--- src/rtl/pipeline_ctrl_if.sv ---
// Control bundle between the pipeline datapath and the stall/flush controller.
interface pipeline_ctrl_if #(
    parameter int unsigned CNT_W = 16
);
    logic [4:0]       id_rs;
    logic [4:0]       id_rt;
    logic             id_uses_rt;
    logic [4:0]       ex_reg_dest;
    logic             ex_mem_read;
    logic             ex_branch_taken;
    logic             mem_req;
    logic             mem_ready;
    logic             pc_en;
    logic             if_id_en;
    logic             id_ex_en;
    logic             ex_mem_en;
    logic             if_id_flush;
    logic             id_ex_flush;
    logic             mem_wb_bubble;
    logic             mem_busy;
    logic             mem_error;
    logic [CNT_W-1:0] stall_count;

    // Datapath side: supplies hazard/memory status, consumes controls.
    modport master (
        output id_rs, id_rt, id_uses_rt, ex_reg_dest, ex_mem_read,
               ex_branch_taken, mem_req, mem_ready,
        input  pc_en, if_id_en, id_ex_en, ex_mem_en, if_id_flush,
               id_ex_flush, mem_wb_bubble, mem_busy, mem_error, stall_count
    );

    // Controller side.
    modport slave (
        input  id_rs, id_rt, id_uses_rt, ex_reg_dest, ex_mem_read,
               ex_branch_taken, mem_req, mem_ready,
        output pc_en, if_id_en, id_ex_en, ex_mem_en, if_id_flush,
               id_ex_flush, mem_wb_bubble, mem_busy, mem_error, stall_count
    );
endinterface

--- src/rtl/pipeline_ctrl.sv ---
// Stall/flush controller for the 5-stage pipeline: load-use interlock,
// taken-branch flush, data-memory freeze with timeout, stall counter.
module pipeline_ctrl #(
    parameter int unsigned MEM_TIMEOUT = 16,
    parameter int unsigned CNT_W       = 16
) (
    input  logic          clock,
    input  logic          reset,
    pipeline_ctrl_if.slave bus
);
    localparam logic [1:0] RUN      = 2'd0;
    localparam logic [1:0] MEM_WAIT = 2'd1;
    localparam logic [1:0] ERROR    = 2'd2;

    localparam logic [15:0] WAIT_LAST = 16'(MEM_TIMEOUT - 1);

    logic [1:0]       state, next_state;
    logic [15:0]      wait_cnt, next_wait;
    logic [CNT_W-1:0] stall_cnt;

    logic load_use;
    // {pc_en, if_id_en, id_ex_en, ex_mem_en, if_id_flush, id_ex_flush}
    logic [5:0] flow;
    logic [5:0] ctl;
    logic       bubble, busy, error;

    // Hazard detection; $0 is never a real producer.
    always_comb begin
        load_use = bus.ex_mem_read && (bus.ex_reg_dest != 5'd0) &&
                   ((bus.ex_reg_dest == bus.id_rs) ||
                    (bus.id_uses_rt && (bus.ex_reg_dest == bus.id_rt)));
    end

    // Flow controls when memory is not holding the pipe: branch beats load-use.
    always_comb begin
        if (bus.ex_branch_taken)
            flow = 6'b1111_11;
        else if (load_use)
            flow = 6'b0011_01;
        else
            flow = 6'b1111_00;
    end

    // Output decode and next-state logic.
    always_comb begin
        ctl        = '0;
        bubble     = 1'b0;
        busy       = 1'b0;
        error      = 1'b0;
        next_state = state;
        next_wait  = wait_cnt;
        if (reset) begin
            ctl    = 6'b0000_11;
            bubble = 1'b1;
        end else begin
            case (state)
                RUN: begin
                    if (bus.mem_req && !bus.mem_ready) begin
                        bubble     = 1'b1;
                        next_state = MEM_WAIT;
                        next_wait  = 16'd1;
                    end else begin
                        ctl = flow;
                    end
                end
                MEM_WAIT: begin
                    busy = 1'b1;
                    if (!bus.mem_ready) begin
                        bubble = 1'b1;
                        if (wait_cnt == WAIT_LAST)
                            next_state = ERROR;
                        else
                            next_wait = wait_cnt + 16'd1;
                    end else begin
                        ctl        = flow;
                        next_state = RUN;
                        next_wait  = '0;
                    end
                end
                ERROR: begin
                    bubble = 1'b1;
                    error  = 1'b1;
                end
                default: begin
                    bubble     = 1'b1;
                    next_state = RUN;
                    next_wait  = '0;
                end
            endcase
        end
    end

    // State and wait counter registers.
    always_ff @(posedge clock) begin
        if (reset) begin
            state    <= RUN;
            wait_cnt <= '0;
        end else begin
            state    <= next_state;
            wait_cnt <= next_wait;
        end
    end

    // Saturating count of cycles with the PC held.
    always_ff @(posedge clock) begin
        if (reset)
            stall_cnt <= '0;
        else if (!ctl[5] && (stall_cnt != '1))
            stall_cnt <= stall_cnt + 1'b1;
    end

    assign bus.pc_en         = ctl[5];
    assign bus.if_id_en      = ctl[4];
    assign bus.id_ex_en      = ctl[3];
    assign bus.ex_mem_en     = ctl[2];
    assign bus.if_id_flush   = ctl[1];
    assign bus.id_ex_flush   = ctl[0];
    assign bus.mem_wb_bubble = bubble;
    assign bus.mem_busy      = busy;
    assign bus.mem_error     = error;
    assign bus.stall_count   = stall_cnt;
endmodule

--- src/flat_wrapper.sv ---
// flat-port wrapper written by rule: the top's interface ports become plain ports
module pipeline_ctrl_flat 
#(
    parameter int unsigned MEM_TIMEOUT = 16,
    parameter int unsigned CNT_W       = 16
)
  (clock, reset, bus_id_rs, bus_id_rt, bus_id_uses_rt, bus_ex_reg_dest, bus_ex_mem_read, bus_ex_branch_taken, bus_mem_req, bus_mem_ready, bus_pc_en, bus_if_id_en, bus_id_ex_en, bus_ex_mem_en, bus_if_id_flush, bus_id_ex_flush, bus_mem_wb_bubble, bus_mem_busy, bus_mem_error, bus_stall_count);
  pipeline_ctrl_if #(.CNT_W(CNT_W)) bus_i ();
  input  logic clock;
  input  logic reset;
  input wire logic [$bits(bus_i.id_rs)-1:0] bus_id_rs;
  input wire logic [$bits(bus_i.id_rt)-1:0] bus_id_rt;
  input wire logic [$bits(bus_i.id_uses_rt)-1:0] bus_id_uses_rt;
  input wire logic [$bits(bus_i.ex_reg_dest)-1:0] bus_ex_reg_dest;
  input wire logic [$bits(bus_i.ex_mem_read)-1:0] bus_ex_mem_read;
  input wire logic [$bits(bus_i.ex_branch_taken)-1:0] bus_ex_branch_taken;
  input wire logic [$bits(bus_i.mem_req)-1:0] bus_mem_req;
  input wire logic [$bits(bus_i.mem_ready)-1:0] bus_mem_ready;
  output wire logic [$bits(bus_i.pc_en)-1:0] bus_pc_en;
  output wire logic [$bits(bus_i.if_id_en)-1:0] bus_if_id_en;
  output wire logic [$bits(bus_i.id_ex_en)-1:0] bus_id_ex_en;
  output wire logic [$bits(bus_i.ex_mem_en)-1:0] bus_ex_mem_en;
  output wire logic [$bits(bus_i.if_id_flush)-1:0] bus_if_id_flush;
  output wire logic [$bits(bus_i.id_ex_flush)-1:0] bus_id_ex_flush;
  output wire logic [$bits(bus_i.mem_wb_bubble)-1:0] bus_mem_wb_bubble;
  output wire logic [$bits(bus_i.mem_busy)-1:0] bus_mem_busy;
  output wire logic [$bits(bus_i.mem_error)-1:0] bus_mem_error;
  output wire logic [$bits(bus_i.stall_count)-1:0] bus_stall_count;
  assign bus_i.id_rs = bus_id_rs;
  assign bus_i.id_rt = bus_id_rt;
  assign bus_i.id_uses_rt = bus_id_uses_rt;
  assign bus_i.ex_reg_dest = bus_ex_reg_dest;
  assign bus_i.ex_mem_read = bus_ex_mem_read;
  assign bus_i.ex_branch_taken = bus_ex_branch_taken;
  assign bus_i.mem_req = bus_mem_req;
  assign bus_i.mem_ready = bus_mem_ready;
  assign bus_pc_en = bus_i.pc_en;
  assign bus_if_id_en = bus_i.if_id_en;
  assign bus_id_ex_en = bus_i.id_ex_en;
  assign bus_ex_mem_en = bus_i.ex_mem_en;
  assign bus_if_id_flush = bus_i.if_id_flush;
  assign bus_id_ex_flush = bus_i.id_ex_flush;
  assign bus_mem_wb_bubble = bus_i.mem_wb_bubble;
  assign bus_mem_busy = bus_i.mem_busy;
  assign bus_mem_error = bus_i.mem_error;
  assign bus_stall_count = bus_i.stall_count;
  pipeline_ctrl #(.MEM_TIMEOUT(MEM_TIMEOUT), .CNT_W(CNT_W)) u_core (.clock(clock), .reset(reset), .bus(bus_i));
endmodule
--- config.mk ---
export PLATFORM = sky130hd
export DESIGN_NAME = pipeline_ctrl_flat
export DESIGN_NICKNAME = d
export VERILOG_FILES = /design/src/rtl/pipeline_ctrl_if.sv /design/src/rtl/pipeline_ctrl.sv /design/src/flat_wrapper.sv
export SDC_FILE = /design/constraint.sdc
export NUM_CORES = 1
export LEC_CHECK = 0
export CORE_UTILIZATION = 38
export DETAILED_ROUTE_END_ITERATION = 12
export PLACE_DENSITY_LB_ADDON = 0.2
export SYNTH_ARGS = -nofsm -noshare
export SYNTH_HDL_FRONTEND = slang
export SYNTH_SLANG_ARGS = --single-unit
--- constraint.sdc ---
create_clock -name clock -period 5.8 [get_ports clock]
set_input_delay 1.45 -clock clock [delete_from_list [all_inputs] [get_ports clock]]
set_output_delay 1.45 -clock clock [all_outputs]
set_load 0.1 [all_outputs]
final_placement.png
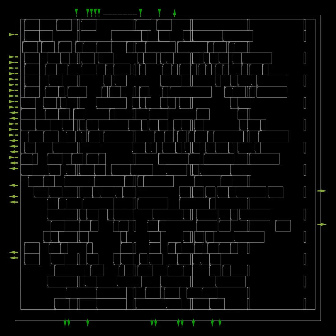
TAP cells: 70
number of fill cells in the layout: 510
# rows: 26

cell_classes.png
Drawn at 4 px/um.
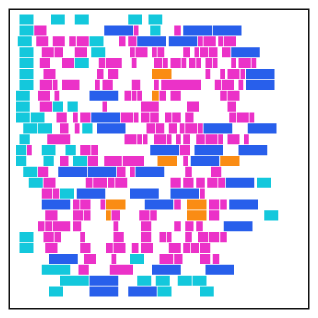
orange -> clock drivers and dummy loads  # cells 8, share of their area 3.7%
blue -> flip-flops  # cells 34, share of their area 28%
cyan -> other buffers and delay cells  # cells 48, share of their area 19%
magenta -> all other logic  # cells 185, share of their area 49%

==> reports/notes.md <==
Ranking logic cells in the layout by count gives the top entries 37 x sky130_fd_sc_hd__clkdlybuf4s50_1, 34 x sky130_fd_sc_hd__dfxtp_1, 25 x sky130_fd_sc_hd__nor2_1. For flop-to-flop paths, the worst setup slack is 3.41 ns. The die is 74.5 um tall. The run finished with clean final reports. Looking at the post-CTS report, the setup buffer insertion count equals 0.

For this design the ratio of total power to cell area is 207 mW/mm^2. The number of antenna diodes in the final layout is 0. The run gives 0 for the number of enable-type register cells in the synthesized netlist.

The leakage component of the power was reported as 0.000865 uW. The class of the most critical setup path is input port to output pin. The core region area is 0.00507 mm^2, and the multi-input combinational area share is 46.7%.

The share of post-route cells with drive strength above 1 came out at 12.4%. The stage logs contain a warning count of 26. Per the GRT log, the top usage layer is met2. sky130_fd_sc_hd__dfxtp_1 is the most common cell in the netlist.

Number of non-clock buffers in the layout: 48. The die covers 0.00555 mm^2. The share of synthesized cell area in and, or, nand and nor gates is 29.7%, and the sequential-cell power consumption is 240 uW. The average wire length per cell after detail routing was 12.3 um. The sequential cell area is 681 um^2, and the transition time at the pin with the least slew margin is 0.980 ns. Per the post-synthesis report, the number of cells in the design is 233. The synthesized design spends more area on one cell type than any other, namely sky130_fd_sc_hd__dfxtp_1. The final timing report lists a hold violation count of 0.

The final worst clock skew is 0.00539 ns, and the multiplexer area fraction after synthesis is 0.752%. The floorplan report gives the top-level pin count as 47. The run gives 0.00200 mm^2 for the summed instance area of the synthesized netlist. The detailed router placed 1,764 vias in this run.

The tools report the routed wire length on met3 as 218 um.
port_nets.png
Drawn at 6 px/um.
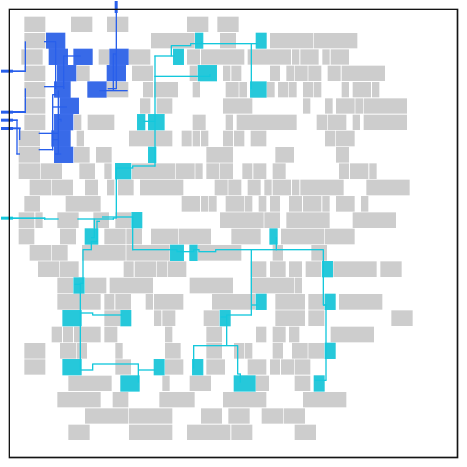
blue -> bus_ex_reg_dest  # bits 5, direction input, end cells 12, buffers 5, wire 101 um
cyan -> reset  # bits 1, direction input, end cells 28, buffers 2, wire 253 um

Power and IR drop assume default switching activity.
